## config.mk

```make
export PLATFORM = sky130hd
export DESIGN_NAME = pulse_interval_decoder
export DESIGN_NICKNAME = d
export VERILOG_FILES = /design/src/rtl/pulse_interval_decoder.sv
export SDC_FILE = /design/constraint.sdc
export NUM_CORES = 1
export LEC_CHECK = 0
export CAP_MARGIN = 20
export CORE_MARGIN = 2
export CORE_UTILIZATION = 53
export DETAILED_ROUTE_END_ITERATION = 12
export GPL_TIMING_DRIVEN = 0
export PLACE_DENSITY = 0.81
export SYNTH_ARGS = -nofsm -noshare
export SYNTH_HDL_FRONTEND = slang
export SYNTH_SLANG_ARGS = --single-unit
```

## constraint.sdc

```tcl
create_clock -name counter_clk -period 2.5 [get_ports counter_clk]
set_input_delay 0.25 -clock counter_clk [delete_from_list [all_inputs] [get_ports counter_clk]]
set_output_delay 0.25 -clock counter_clk [all_outputs]
set_load 0.005 [all_outputs]
```

## src/rtl/pulse_interval_decoder.sv

```systemverilog
// Measures the spacing, in clock cycles, between rising edges of a comparator
// pulse stream and hands each interval to a consumer over a valid/ready slot.
module pulse_interval_decoder #(
    parameter int unsigned WIDTH = 7
) (
    input  logic             counter_clk,
    input  logic             reset,
    input  logic             en,
    input  logic             comp_in,
    input  logic             out_ready,
    output logic [WIDTH-1:0] val,
    output logic             val_valid,
    output logic             overflow,
    output logic             drop_err,
    output logic             busy
);

    localparam logic [WIDTH-1:0] CNT_MAX = '1;
    localparam logic [WIDTH-1:0] CNT_ONE = WIDTH'(1);

    typedef enum logic {
        IDLE  = 1'b0,
        COUNT = 1'b1
    } state_t;

    state_t           r_state;
    state_t           w_state_nxt;
    logic             r_comp_q;
    logic [WIDTH-1:0] r_cnt;
    logic [WIDTH-1:0] w_cnt_nxt;

    logic [WIDTH-1:0] r_val;
    logic             r_val_valid;
    logic             r_overflow;
    logic             r_drop_err;

    logic             w_edge;
    logic             w_result;
    logic             w_result_ovf;
    logic             w_xfer;
    logic             w_load;
    logic             w_drop;

    // comp_q tracks comp_in even while disabled, so a level held across en 0->1 is not an edge
    always_ff @(posedge counter_clk) begin
        if (reset) begin
            r_comp_q <= 1'b0;
        end else begin
            r_comp_q <= comp_in;
        end
    end

    assign w_edge = en & comp_in & ~r_comp_q;

    // FSM state register together with the interval counter
    always_ff @(posedge counter_clk) begin
        if (reset) begin
            r_state <= IDLE;
            r_cnt   <= '0;
        end else begin
            r_state <= w_state_nxt;
            r_cnt   <= w_cnt_nxt;
        end
    end

    // Next-state and next-count logic
    always_comb begin
        w_state_nxt = r_state;
        w_cnt_nxt   = r_cnt;
        if (!en) begin
            w_state_nxt = IDLE;
            w_cnt_nxt   = '0;
        end else begin
            unique case (r_state)
                IDLE: begin
                    if (w_edge) begin
                        w_state_nxt = COUNT;
                        w_cnt_nxt   = CNT_ONE;
                    end else begin
                        w_cnt_nxt   = '0;
                    end
                end
                COUNT: begin
                    w_state_nxt = COUNT;
                    if (w_edge) begin
                        w_cnt_nxt = CNT_ONE;
                    end else if (r_cnt != CNT_MAX) begin
                        w_cnt_nxt = r_cnt + CNT_ONE;
                    end
                end
                default: begin
                    w_state_nxt = IDLE;
                    w_cnt_nxt   = '0;
                end
            endcase
        end
    end

    // Result generation and output-slot arbitration
    always_comb begin
        w_result     = en & (r_state == COUNT) & w_edge;
        w_result_ovf = (r_cnt == CNT_MAX);
        w_xfer       = r_val_valid & out_ready;
        w_load       = w_result & (~r_val_valid | out_ready);
        w_drop       = w_result & r_val_valid & ~out_ready;
    end

    always_ff @(posedge counter_clk) begin
        if (reset) begin
            r_val       <= '0;
            r_val_valid <= 1'b0;
            r_overflow  <= 1'b0;
            r_drop_err  <= 1'b0;
        end else begin
            if (w_load) begin
                r_val       <= r_cnt;
                r_overflow  <= w_result_ovf;
                r_val_valid <= 1'b1;
            end else if (w_xfer) begin
                r_val_valid <= 1'b0;
            end
            if (w_drop) begin
                r_drop_err <= 1'b1;
            end
        end
    end

    // Output decode
    always_comb begin
        busy      = (r_state == COUNT);
        val       = r_val;
        val_valid = r_val_valid;
        overflow  = r_overflow;
        drop_err  = r_drop_err;
    end

endmodule

```

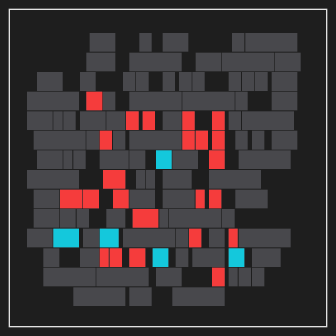
*Selected gate families*
Cyan stands for and/or cells, cells 5, where south. Red stands for nand cells, cells 23.

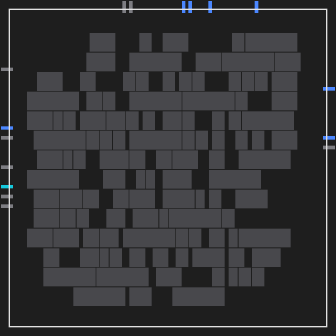
*I/O pins on the die edge*
Pins as bars across the die edge, other pins in grey.
Cyan stands for `en`, pins 1, direction input, edge west. Blue stands for `val`, pins 7, direction output, edge 4 north, 2 east, 1 west.

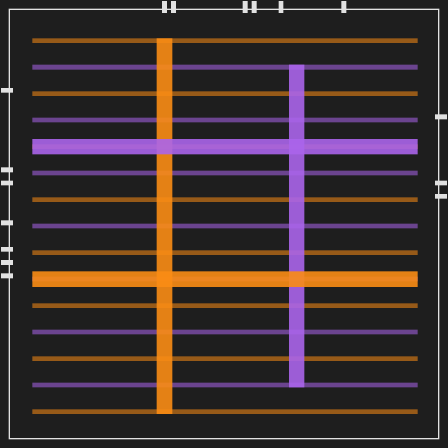
*PDN straps and rails*
Pins as bars on the die edge.
Orange stands for VSS. Purple stands for VDD.
2 straps on met5. The core has 14 rows. 2 straps on met4. 16 signal pins sit on the boundary.

[area by class of cell]
type | instances | area share
sequential | 19 | 0.365
buffer | 6 | 0.0516
tap | 16 | 0.0192
inverter | 1 | 0.00360
multi-input combinational | 68 | 0.391
clock buffer | 3 | 0.0216
clock inverter | 1 | 0.00480
timing repair buffer | 15 | 0.144
[worst reg2reg max path, stage by stage, from the launching register on]
cell      delay [ns]
dfxtp_1         0.39
ha_1            0.26
and3_1          0.20
buf_6           0.13
a211oi_2        0.19
mux2i_1         0.19
[power breakdown]
part / switching [mW] / leakage, nW / total (mW) / internal [mW]
clock network: 0.101 / 0.0177 / 0.161 / 0.0596
registers: 0.00403 / 0.154 / 0.309 / 0.305
logic: 0.0116 / 0.180 / 0.0246 / 0.0130
total: 0.117 / 0.351 / 0.495 / 0.378
[how the worst min path moves through the flow]
stage / startpoint / to / slack, ns / cells after the start
6_report: val[1] / val[1] / 0.48 / 2
5_1_grt: overflow / overflow / 0.51 / 2
4_1_cts: val[1] / val[1] / 0.49 / 2
3_5_place_dp: drop_err / drop_err / 0.46 / 2
3_3_place_gp: drop_err / drop_err / 0.46 / 2
2_1_floorplan: reset / r_comp_q / 0.32 / 1
[cell families (layout without fill, tap and decap cells)]
group / after synthesis / count (layout) / share of synthesized area
flops: 19 / 19 / 0.450
fa+ha+maj: 1 / 1 / 0.0148
simple gates: 38 / 38 / 0.262
mux: 1 / 1 / 0.0118
buf+inv: 7 / 26 / 0.0680
compound gates: 28 / 28 / 0.194
[per-layer routing]
metal	global-route usage	wire [µm]	share of wire
met1	0.245	796	0.46
met2	0.312	858	0.50
met3	0.0417	64	0.037
met4	0.0545	7	0.0041
met5	0	0	0
[state kept, by name (all words and copies together) (netlist names)]
register and cells:
r_cnt 7, val 7, busy 1, drop_err 1, overflow 1, r_comp_q 1, val_valid 1
[cell usage in the layout, fill, tap and decap left out]
cell type and count:
o21ai_0 9, o21a_1 1, clkbuf_1 1, and2_2 1
nand3_1 12, dfxtp_1 19, nand3_2 1, nor2_1 4
nand2b_1 2, mux2i_1 1, clkinv_2 1, o2111ai_1 1
a211oi_2 2, nand2_1 3, nand4b_1 2, clkdlybuf4s50_1 15
and4b_1 1, buf_2 1, nor3_1 1, nor3_2 1
nor2b_1 4, a31oi_1 2, clkbuf_4 3, a21oi_1 13
inv_1 1, nand4_1 3, and3_1 3, ha_1 1
buf_6 4
[Yosys cell counts (3+ instances only)]
library cell / n
nor2_1: 4
buf_6: 4
nand4_1: 3
and3_1: 3
o21ai_0: 9
nand2_1: 3
a21oi_1: 13
nor2b_1: 4
nand3_1: 12
dfxtp_1: 19
[stage by stage]
stage           util  hold WS (ns)  instances  power (mW)
2_1_floorplan      -         0.322         94       0.328
3_3_place_gp   0.674         0.457        125       0.340
3_5_place_dp   0.674         0.463        125       0.341
4_1_cts        0.693         0.485        129       0.493
5_1_grt        0.693         0.508        129       0.507
6_report       0.693         0.482        129       0.495
==> results.json <==
{
  "yosys_area_um2": 846,
  "grt_pass1_vias": 627,
  "maxSlewViolCount": 0,
  "hold_viol_final": 0,
  "ys_warn_count": 0,
  "reg2reg_slack_ns": 1.08,
  "path_cells": "clkdlybuf4s50_1",
  "ys_async_sr_fraction": 0,
  "top_area_cell": "dfxtp_1",
  "seq_area_um2": 380,
  "p_per_area_nw_per_um2": 474,
  "cts_tree": "yes",
  "syn2layout_area_growth_pct": 23.4,
  "ff2ff_path_depth": 5,
  "die_w_um": 44.0,
  "critPathTopFamily": "buffers and inverters",
  "cp.depth": 1,
  "cp-end-kind": "output pin",
  "drive_gt1_frac": 0.124,
  "postSynthSeqShare": 0.450,
  "reg2reg_to": "r_cnt[5]",
  "period_used_share": 0.647,
  "fin_setup_tns_ns": 0,
  "grt_pass1_wl_um": 2740,
  "n_fill_cell": 129,
  "final_net_count": 120,
  "cts_buffers": 3,
  "placed_area_um2": 1020,
  "syn_area_per_cell_um2": 9.00,
  "endpoint": "busy",
  "first_iter_violations": 20,
  "ys_types": 26,
  "critPathMaxStageDelay_ns": 0.56,
  "status": "finished, final reports clean",
  "synthCells": 94,
  "rsz0062_at_grt": "no",
  "vias_per_cell": 5.91,
  "edf_count": 0,
  "vias": 762,
  "firstDrtPassIters": 4,
  "core_area_um2": 1510,
  "rows": 14,
  "clk_latency_ns": 0.30,
  "slowest_stage": "clkdlybuf4s50_1",
  "clock_sinks": 19,
  "clockBufferDepth": 2,
  "wirelength_um": 1730,
  "ctsResizeCount": 0,
  "crit_type": "reg -> out",
  "finClkSkew_ns": 0.00253,
  "syn-num-nets": 100,
  "max_slew_margin": 0.667,
  "fmax_ghz": 0.618,
  "top_cells_by_area": "dfxtp_1 (45%), a21oi_1 (7.7%), nand3_1 (7.1%)",
  "htree_levels": 1,
  "detail_route.wl_per_cell_um": 13.4,
  "final.min_clock_period_ns": 1.62,
  "path_clk_slew_ns": 0.12,
  "top_area_frac": 0.450,
  "rr_startpoint": "r_cnt[0]",
  "crit_path_start_kind": "register",
  "cp-startpoint": "busy",
  "crit_arrival_ns": 1.37,
  "yosysCellCount": 94
}
Power figures rest on the tool's default switching activity, not on a simulated workload.
